`config.mk`:
```
export PLATFORM = sky130hd
export DESIGN_NAME = adder_share_ctrl
export DESIGN_NICKNAME = d
export VERILOG_FILES = /design/src/rtl/adder_share_ctrl.sv
export SDC_FILE = /design/constraint.sdc
export NUM_CORES = 1
export LEC_CHECK = 0
export ABC_AREA = 0
export CORE_ASPECT_RATIO = 1.25
export CORE_MARGIN = 10
export CORE_UTILIZATION = 48
export DETAILED_ROUTE_END_ITERATION = 16
export PLACE_DENSITY = 0.83
export SYNTH_ARGS = -nofsm -noshare
export SYNTH_HDL_FRONTEND = slang
export SYNTH_SLANG_ARGS = --single-unit
```
`constraint.sdc`:
```
create_clock -name clk -period 3.4 [get_ports clk]
set_clock_uncertainty 0.05 [all_clocks]
set_input_delay 0.68 -clock clk [delete_from_list [all_inputs] [get_ports clk]]
set_output_delay 0.68 -clock clk [all_outputs]
set_load 0.05 [all_outputs]
```
`src/rtl/adder_share_ctrl.sv`:
```
// Round-robin controller that time-shares one WIDTH-bit adder between NUM_REQ
// requesters and returns a registered, ID-tagged result over valid/ready.
//
// state  | meaning
// -------+-----------------------------------------------------------
// S_IDLE | arbitrate from rr_ptr; accept the granted operands
// S_EXEC | one-cycle add, load the result registers
// S_RESP | result held on rsp_* until rsp_ready
module adder_share_ctrl #(
  parameter int WIDTH   = 8,
  parameter int NUM_REQ = 2,
  localparam int IDW    = (NUM_REQ > 1) ? $clog2(NUM_REQ) : 1
) (
  input  logic                     clk,
  input  logic                     rst,
  input  logic [NUM_REQ-1:0]       req_valid,
  output logic [NUM_REQ-1:0]       req_ready,
  input  logic [NUM_REQ*WIDTH-1:0] req_a,
  input  logic [NUM_REQ*WIDTH-1:0] req_b,
  input  logic [NUM_REQ-1:0]       req_sat,
  output logic                     rsp_valid,
  input  logic                     rsp_ready,
  output logic [WIDTH-1:0]         rsp_sum,
  output logic                     rsp_carry,
  output logic [IDW-1:0]           rsp_id,
  output logic                     busy
);

  localparam int SW = IDW + 1;

  typedef enum logic [1:0] {
    S_IDLE = 2'd0,
    S_EXEC = 2'd1,
    S_RESP = 2'd2
  } state_t;

  state_t           state_q;
  logic [IDW-1:0]   rr_ptr_q, rr_ptr_d;
  logic [WIDTH-1:0] op_a_q, op_b_q;
  logic             op_sat_q;
  logic [IDW-1:0]   op_id_q;
  logic             rsp_valid_q, rsp_carry_q, busy_q;
  logic [WIDTH-1:0] rsp_sum_q;
  logic [IDW-1:0]   rsp_id_q;

  logic             grant_found;
  logic [IDW-1:0]   grant_idx;
  logic [SW-1:0]    slot;
  logic [WIDTH-1:0] sel_a, sel_b;
  logic             sel_sat;
  logic [WIDTH:0]   sum_ext;
  logic [WIDTH-1:0] sum_d;

  // Slot is the rotated search position, reduced modulo NUM_REQ.
  always_comb begin
    grant_found = 1'b0;
    grant_idx   = '0;
    slot        = '0;
    for (int k = 0; k < NUM_REQ; k++) begin
      slot = {1'b0, rr_ptr_q} + SW'(k);
      if (slot >= SW'(NUM_REQ)) begin
        slot = slot - SW'(NUM_REQ);
      end
      if (!grant_found && req_valid[slot[IDW-1:0]]) begin
        grant_found = 1'b1;
        grant_idx   = slot[IDW-1:0];
      end
    end
  end

  always_comb begin
    if (grant_idx == IDW'(NUM_REQ - 1)) begin
      rr_ptr_d = '0;
    end else begin
      rr_ptr_d = grant_idx + IDW'(1);
    end
  end

  always_comb begin
    sel_a   = '0;
    sel_b   = '0;
    sel_sat = 1'b0;
    for (int k = 0; k < NUM_REQ; k++) begin
      if (grant_idx == IDW'(k)) begin
        sel_a   = req_a[k*WIDTH +: WIDTH];
        sel_b   = req_b[k*WIDTH +: WIDTH];
        sel_sat = req_sat[k];
      end
    end
  end

  // Ready is masked during reset so no handshake can complete on a reset edge.
  always_comb begin
    req_ready = '0;
    if ((state_q == S_IDLE) && grant_found && !rst) begin
      req_ready[grant_idx] = 1'b1;
    end
  end

  assign sum_ext = {1'b0, op_a_q} + {1'b0, op_b_q};
  assign sum_d   = (op_sat_q && sum_ext[WIDTH]) ? '1 : sum_ext[WIDTH-1:0];

  always_ff @(posedge clk) begin
    if (rst) begin
      state_q     <= S_IDLE;
      rr_ptr_q    <= '0;
      op_a_q      <= '0;
      op_b_q      <= '0;
      op_sat_q    <= 1'b0;
      op_id_q     <= '0;
      rsp_valid_q <= 1'b0;
      rsp_sum_q   <= '0;
      rsp_carry_q <= 1'b0;
      rsp_id_q    <= '0;
      busy_q      <= 1'b0;
    end else begin
      unique case (state_q)
        S_IDLE: begin
          if (grant_found) begin
            op_a_q   <= sel_a;
            op_b_q   <= sel_b;
            op_sat_q <= sel_sat;
            op_id_q  <= grant_idx;
            rr_ptr_q <= rr_ptr_d;
            state_q  <= S_EXEC;
            busy_q   <= 1'b1;
          end
        end
        S_EXEC: begin
          rsp_sum_q   <= sum_d;
          rsp_carry_q <= sum_ext[WIDTH];
          rsp_id_q    <= op_id_q;
          rsp_valid_q <= 1'b1;
          state_q     <= S_RESP;
        end
        S_RESP: begin
          if (rsp_ready) begin
            rsp_valid_q <= 1'b0;
            busy_q      <= 1'b0;
            state_q     <= S_IDLE;
          end
        end
        default: begin
          rsp_valid_q <= 1'b0;
          busy_q      <= 1'b0;
          state_q     <= S_IDLE;
        end
      endcase
    end
  end

  assign rsp_valid = rsp_valid_q;
  assign rsp_sum   = rsp_sum_q;
  assign rsp_carry = rsp_carry_q;
  assign rsp_id    = rsp_id_q;
  assign busy      = busy_q;

endmodule

```
==> run_1/util_map.png <==
Drawn at 4 px/µm. The die is cut into 7 by 9 equal tiles; dark blue is low, red is high, 0 to 100% covered.
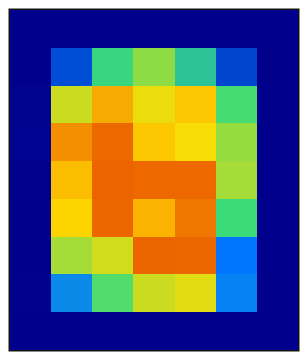
nearly empty tiles: 44%
densest ninth of the die: center
fullest tile: 89%
mean over tiles: 36%
tiles over 75% full: 24%
Core Region: 3220 µm²
Post-Route Utilization: 0.705
Initial Util: 0.503

==> run_1/congestion_map.png <==
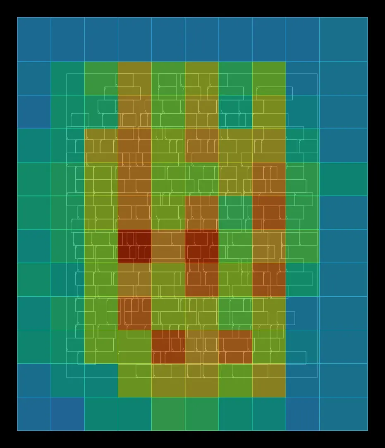
GRT met2 Usage: 0.206
met3 Use GR: 0.0396
Total GRT Usage: 0.119

==> flow_summary.json, run 1 <==
{
  "outcome": "complete, no violations",
  "holdCritStartpoint": "busy",
  "wl_um": 3560,
  "ant_nets": 0,
  "path_cells": "clkdlybuf4s50_1 -> nor2_1 -> or3_1 -> nor3_1 -> buf_12",
  "ys_types": 29,
  "irDropWorstVdd_mv": 0.370,
  "nNetsFinal": 273,
  "grt_pass1_vias": 1401,
  "crit_start": "req_valid[1]",
  "avgSynthCellArea_um2": 9.43,
  "logic_area_um2": 901,
  "powerDensity_nw_per_um2": 480,
  "critPathBufInv": 2,
  "clockRootBuffer": "clkbuf_8",
  "r2r.worst_path.cells": 7,
  "cp_data_required_time_ps": 2670,
  "ys.flops": 33,
  "start_kind": "primary input",
  "top_cell_area_share": 0.407,
  "period_needed_ps": 2870,
  "dieArea_um2": 6120,
  "drt-initial-drc-count": 60,
  "io_buffers": 52,
  "nFillCells": 262,
  "drc": 0,
  "cpMaxStageDelayCell": "clkdlybuf4s50_1",
  "num_rows": 23,
  "drv_cap": 0,
  "fp.dieW_um": 72.0,
  "warnings": 26,
  "area_leaders": "dfxtp_1 41%, mux2i_1 12%, a211oi_1 8.3%, nor2_1 8.3%, ha_1 6.2%",
  "layout-drive-gt1-share": 0.0800,
  "cts_buffers": 5,
  "cts.htree.levels": 2,
  "relSlewSlack": 0.663
}
==> run_1/clock_wires.png <==
Drawn at 4 px/µm.
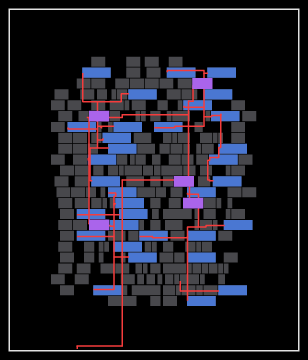
[blue] flip-flops | count: 33
[red] clock wires | length: 407 µm
[purple] clock-net drivers | count: 5
routed clock nets: 6
clock insertion delay at the later pin of the skew report: 280 ps
Clock Power: 289 µW

-- run 1: metrics by stage --
stage          worst slack [ps]  hold WS, ps  area (µm²)  power, mW  instances
6_report                    528          435        2270       1.09        262
5_1_grt                     443          447        2270       1.15        262
4_1_cts                     517          438        2270       1.10        262
3_5_place_dp                518          428        2180      0.810        255
3_3_place_gp                580          410        2180      0.799        255
2_1_floorplan               509          407        1620      0.697        172
-- run 1: Yosys cell counts --
| master | count |
|---|---|
| nor2_1 | 36 |
| dfxtp_1 | 33 |
| mux2i_1 | 19 |
| a211oi_1 | 18 |
| a311oi_1 | 8 |
| ha_1 | 8 |
| a21oi_1 | 6 |
| clkbuf_1 | 5 |
| a21o_1 | 4 |
| buf_2 | 4 |
| xor2_1 | 4 |
| inv_1 | 3 |
| nor3_1 | 3 |
| buf_4 | 2 |
| nand2_1 | 2 |
| nor2b_1 | 2 |
| o21bai_1 | 2 |
| xnor2_1 | 2 |
| a221oi_2 | 1 |
| a31oi_1 | 1 |
| and2_1 | 1 |
| and3_1 | 1 |
| fa_1 | 1 |
| nand2_2 | 1 |
| nor3_4 | 1 |
| o211ai_1 | 1 |
| o21ai_1 | 1 |
| o21ai_2 | 1 |
| or3_1 | 1 |
-- run 1: report_power, final --
group	leakage, nW	switching, mW	total (mW)	internal, mW
Combinational	0.664	0.183	0.339	0.156
Clock	0.0443	0.129	0.289	0.160
Sequential	0.273	0.0290	0.460	0.431
Total	0.981	0.341	1.09	0.748
-- run 1: flip-flops by register name, indices dropped and copies added (netlist names) --
signal / count
op_a_q: 8
op_b_q: 8
rsp_sum: 8
state_q: 2
busy: 1
op_id_q: 1
op_sat_q: 1
rr_ptr_q: 1
rsp_carry: 1
rsp_id: 1
rsp_valid: 1
-- run 1: cell families after synthesis --
family / synth area share
simple gates: 0.130
mux: 0.117
xor+xnor: 0.0324
fa+ha+maj: 0.0740
flops: 0.407
buf+inv: 0.0401
compound gates: 0.199
-- run 1: layer usage --
layer / track usage / wire length (µm) / share of wire / vias to the layer above
met1: 0.117 / 1500 / 0.42 / 615
li1: - / - / - / 724
met3: 0.0396 / 213 / 0.060 / 9
met5: 0 / 0 / 0 / -
met4: 0.0794 / 105 / 0.029 / 0
met2: 0.206 / 1750 / 0.49 / 39
-- run 1: worst register-to-register path: stages, from the launching register on --
cell and delay (ps):
dfxtp_1 310, ha_1 240, fa_1 410, a21o_1 210, a221oi_2 310, o21ai_2 130
nand2_2 150, a311oi_1 120
-- run 1: final timing paths --
path / to / slack (ps)
setup / recovery: req_ready[1] / 530
hold reg to reg: busy / 430
setup reg to reg: rsp_sum[6] / 1340
hold / removal: busy / 430
-- run 1: final cells by class --
class / count / area share
clock buffers: 7 / 0.0380
inverters: 3 / 0.00496
multi-input cells: 125 / 0.397
flip-flops and latches: 33 / 0.291
well taps: 37 / 0.0204
repair buffers: 57 / 0.249
==> run_1/port_trees.png <==
Drawn at 3 px/µm.
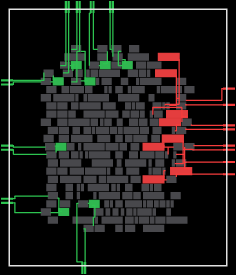

==> inputs of run 2 (changes only) <==
--- a/config.mk
+++ b/config.mk
@@ -8,9 +8,9 @@
 export ABC_AREA = 0
 export CORE_ASPECT_RATIO = 1.25
 export CORE_MARGIN = 10
-export CORE_UTILIZATION = 48
+export CORE_UTILIZATION = 41
 export DETAILED_ROUTE_END_ITERATION = 16
-export PLACE_DENSITY = 0.83
+export PLACE_DENSITY = 0.75
 export SYNTH_ARGS = -nofsm -noshare
 export SYNTH_HDL_FRONTEND = slang
 export SYNTH_SLANG_ARGS = --single-unit
==> constraint.sdc (replaced) <==
create_clock -name clk -period 2.5 [get_ports clk]
set_clock_uncertainty 0.05 [all_clocks]
set_input_delay 0.5 -clock clk [delete_from_list [all_inputs] [get_ports clk]]
set_output_delay 0.5 -clock clk [all_outputs]
set_load 0.05 [all_outputs]
==> run_2/port_trees.png <==
Drawn at 3 px/µm.
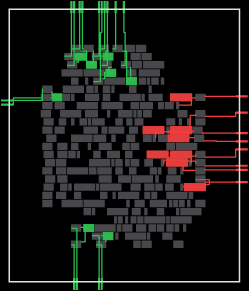
[green] req_b | bits: 16 | direction: input | end cells: 8 | buffers: 16 | wire: 320 µm
[red] rsp_sum | bits: 8 | direction: output | end cells: 8 | buffers: 8 | wire: 175 µm

==> run_2/m3.png <==
Drawn at 4 px/µm. Cells faint in the background.
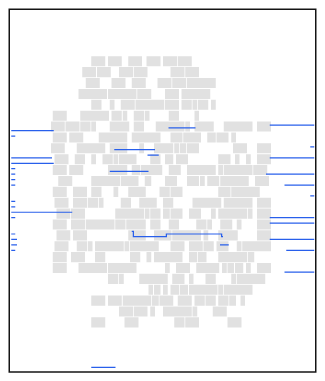
longest straight run: 14.9 µm
nets with wire on the layer: 30
wire length on this layer: 204 µm
share of all routed wire: 5.9%
Vias: 1372
Post-Route WL: 3450 µm

==> run 2 against run 1 <==
Register-to-register slack got worse by 910 ps. Final area grew 1.3%. Cell count grew 6.5%. Worst hold slack worse by 4.2 ps. Wire length shrank 3.3%. Largest power group unchanged. Flip-flop count unchanged. Synthesized cell count stayed put. Highest routed layer unchanged.
==> flow_summary.json, run 2 <==
{
  "outcome": "complete, no violations",
  "io_buffers": 52,
  "cts.htree.levels": 2,
  "layout-drive-gt1-share": 0.0889,
  "fin_util": 0.603,
  "holdCritStartpoint": "rsp_valid",
  "num_rows": 25,
  "area_leaders": "dfxtp_1 41%, mux2i_1 12%, a211oi_1 8.3%, nor2_1 8.3%, ha_1 6.2%",
  "instances_no_fill": 279,
  "async_flop_share": 0,
  "nNetsFinal": 273,
  "grt_pass1_vias": 1337,
  "irDropWorstVdd_mv": 0.275,
  "dieArea_um2": 6890,
  "wl_met1_um": 1530,
  "crit_start": "req_valid[1]",
  "drt-initial-drc-count": 68,
  "ys.flops": 33,
  "layout_setup_ws_ps": 70.1,
  "warnings": 26,
  "synth_top_cell_by_count": "nor2_1",
  "clock_latency_ps": 280,
  "ff_type": "dfxtp_1"
}
## run 2: logic make-up after synthesis
group | Yosys count
buffers and inverters | 14
xor gates and xnor gates | 6
adders and majority gates | 9
DFF | 33
AOI/OAI and AO/OA | 43
muxes | 19
and+or+nand+nor | 48
## run 2: per-layer routing
layer,vias to the layer above,track usage
met2,37,0.170
met4,0,0.0559
li1,729,-
met1,601,0.106
met5,-,0
met3,5,0.0398
## run 2: worst paths after layout
| path | endpoint | slack [ps] | cells after the start |
|---|---|---|---|
| max | req_ready[0] | 70 | 6 |
| min reg2reg | rsp_valid | 430 | 2 |
| min | rsp_valid | 430 | 2 |
| max reg2reg | rsp_sum[0] | 430 | 7 |
## run 2: layout make-up
class | instances | area, µm² | share of cell area
clock buffers | 7 | 86.3 | 0.0375
inverters | 3 | 11.3 | 0.00490
multi-input cells | 125 | 908 | 0.395
flip-flops and latches | 33 | 661 | 0.287
well taps | 54 | 67.6 | 0.0294
repair buffers | 57 | 566 | 0.246
## run 2: critical path, stage by stage
cell             delay (ps)
clkdlybuf4s50_1         490
nor2_1                   70
or3_1                   390
nor2_2                  110
and2_1                  130
buf_4                   190
## run 2: report_power, final
part | internal [mW] | leakage [nW] | switching [mW]
sequential | 0.587 | 0.273 | 0.0392
combinational | 0.213 | 0.665 | 0.247
clock | 0.218 | 0.0443 | 0.174
## run 2: stage by stage
step,area [µm²],hold slack (ps)
after global routing,2300,467
after floorplan,1630,407
after global placement,2210,412
after detailed placement,2210,424
after CTS,2300,433
final,2300,430
==> run_2/util_map.png <==
Drawn at 4 px/µm. The die is cut into 8 by 9 equal tiles; dark blue is low, red is high, 0 to 100% covered.
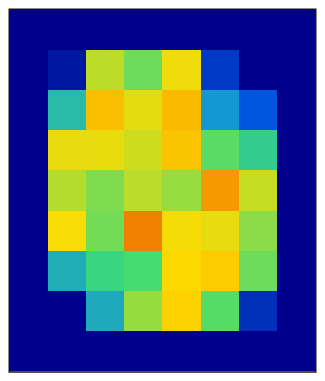

==> inputs of run 3 (changes only) <==
--- a/config.mk
+++ b/config.mk
@@ -7,7 +7,7 @@
 export LEC_CHECK = 0
 export ABC_AREA = 0
 export CORE_ASPECT_RATIO = 1.25
-export CORE_MARGIN = 10
+export CORE_MARGIN = 2
 export CORE_UTILIZATION = 41
 export DETAILED_ROUTE_END_ITERATION = 16
 export PLACE_DENSITY = 0.75
==> run_3/util_map.png <==
Drawn at 4 px/µm. The die is cut into 6 by 7 equal tiles; dark blue is low, red is high, 0 to 100% covered.
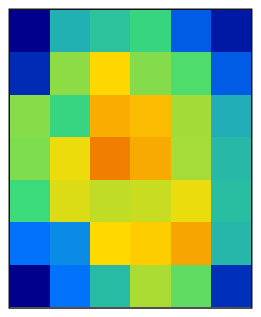
mean over tiles: 50%
nearly empty tiles: 4.8%
densest ninth of the die: center
fullest tile: 86%
Core Region: 3780 µm²
Post-Route Utilization: 0.608
Initial Util: 0.429

==> run_3/congestion_map.png <==
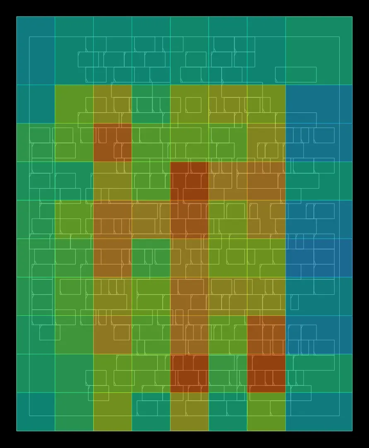
GRT met2 Usage: 0.229
GRT busiest layer: met2
met3 Use GR: 0.0365
Total GRT Usage: 0.155
M1 GR Usage: 0.201

==> run 3 against run 2 <==
Setup slack gained 43 ps. Die area shrank 35%. Critical endpoint unchanged. Wire length shrank 12%. Synthesized area is the same. Power shrank 1.4%. Flip-flop count is the same. Cell count grew 0.36%. Via count shrank 2.1%. Combinational power is essentially flat. Global-route usage grew 5.4 points.
==> flow_summary.json, run 3 <==
{
  "async_flop_share": 0,
  "vias": 1343,
  "top_cells_by_count": "36 x nor2_1, 33 x dfxtp_1, 19 x mux2i_1, 18 x a211oi_1",
  "outcome": "complete, no violations",
  "whs_path_depth": 2,
  "r2r.worst_path.cells": 7,
  "cts.htree.levels": 2,
  "dieArea_um2": 4480,
  "drc": 0,
  "avgSynthCellArea_um2": 9.43,
  "clockRootBuffer": "clkbuf_8",
  "start_kind": "primary input",
  "powerDensity_nw_per_um2": 634,
  "fp.dieW_um": 60.3,
  "ys_types": 29,
  "cpMaxStageDelayCell": "clkdlybuf4s50_1",
  "relSlewSlack": 0.667,
  "ff_type": "dfxtp_1",
  "period_needed_ps": 2390,
  "io_buffers": 52,
  "top_cell_area_share": 0.407,
  "num_rows": 25,
  "warnings": 26,
  "drv_cap": 0,
  "area_leaders": "dfxtp_1 41%, mux2i_1 12%, a211oi_1 8.3%, nor2_1 8.3%, ha_1 6.2%",
  "clock_latency_ps": 280,
  "crit_start": "req_valid[1]"
}
-- run 3: area by class of cell --
class,count,area (µm²)
Timing Repair Buffer,57,569
Sequential cell,33,661
Tap cell,54,67.6
Multi-Input combinational cell,125,911
Fill cell,350,1490
Clock buffer,8,80.1
Inverter,3,11.3
-- run 3: repair_timing --
action | in CTS | in global routing
endpoints found under the hold margin | 0 | 0
setup endpoints to repair | 0 | 1
resized | 0 | 2
-- run 3: final timing paths --
check / endpoint / slack, ps
max reg2reg: rsp_sum[0] / 420
min reg2reg: rsp_valid / 430
min: rsp_valid / 430
max: req_ready[0] / 110
-- run 3: metrics by stage --
step	std cells	instance area, µm²	worst slack [ps]	total power [mW]
floorplan	172	1630	393	0.949
global placement	272	2210	99.9	1.09
detailed placement	272	2210	60.0	1.10
CTS	280	2290	59.7	1.47
global route	280	2300	39.7	1.55
finish	280	2300	113	1.46
-- run 3: layer usage --
layer	wire [µm]	share of wire	vias to the layer above
met3	129	0.042	6
met4	74	0.024	0
met5	0	0	-
li1	-	-	731
met2	1410	0.46	33
met1	1430	0.47	573
-- run 3: where the power goes --
part	internal, mW	switching, mW
sequential	0.587	0.0381
clock	0.197	0.172
combinational	0.215	0.249
total	0.999	0.459
-- run 3: logic make-up (layout without fill, tap and decap cells) --
logic type / count (synthesis) / after routing / synth area share
compound gates: 43 / 43 / 0.199
buf+inv: 14 / 68 / 0.0401
flops: 33 / 33 / 0.407
mux: 19 / 19 / 0.117
simple gates: 48 / 48 / 0.130
fa+ha+maj: 9 / 9 / 0.0740
xor+xnor: 6 / 6 / 0.0324
-- run 3: tightest hold or removal path: cells and delay by family (launching register included) --
kind / cells / cell delay [ps]
and+or+nand+nor: 2 / 130
DFF: 1 / 310
Power figures rest on the tool's default switching activity, not on a simulated workload.
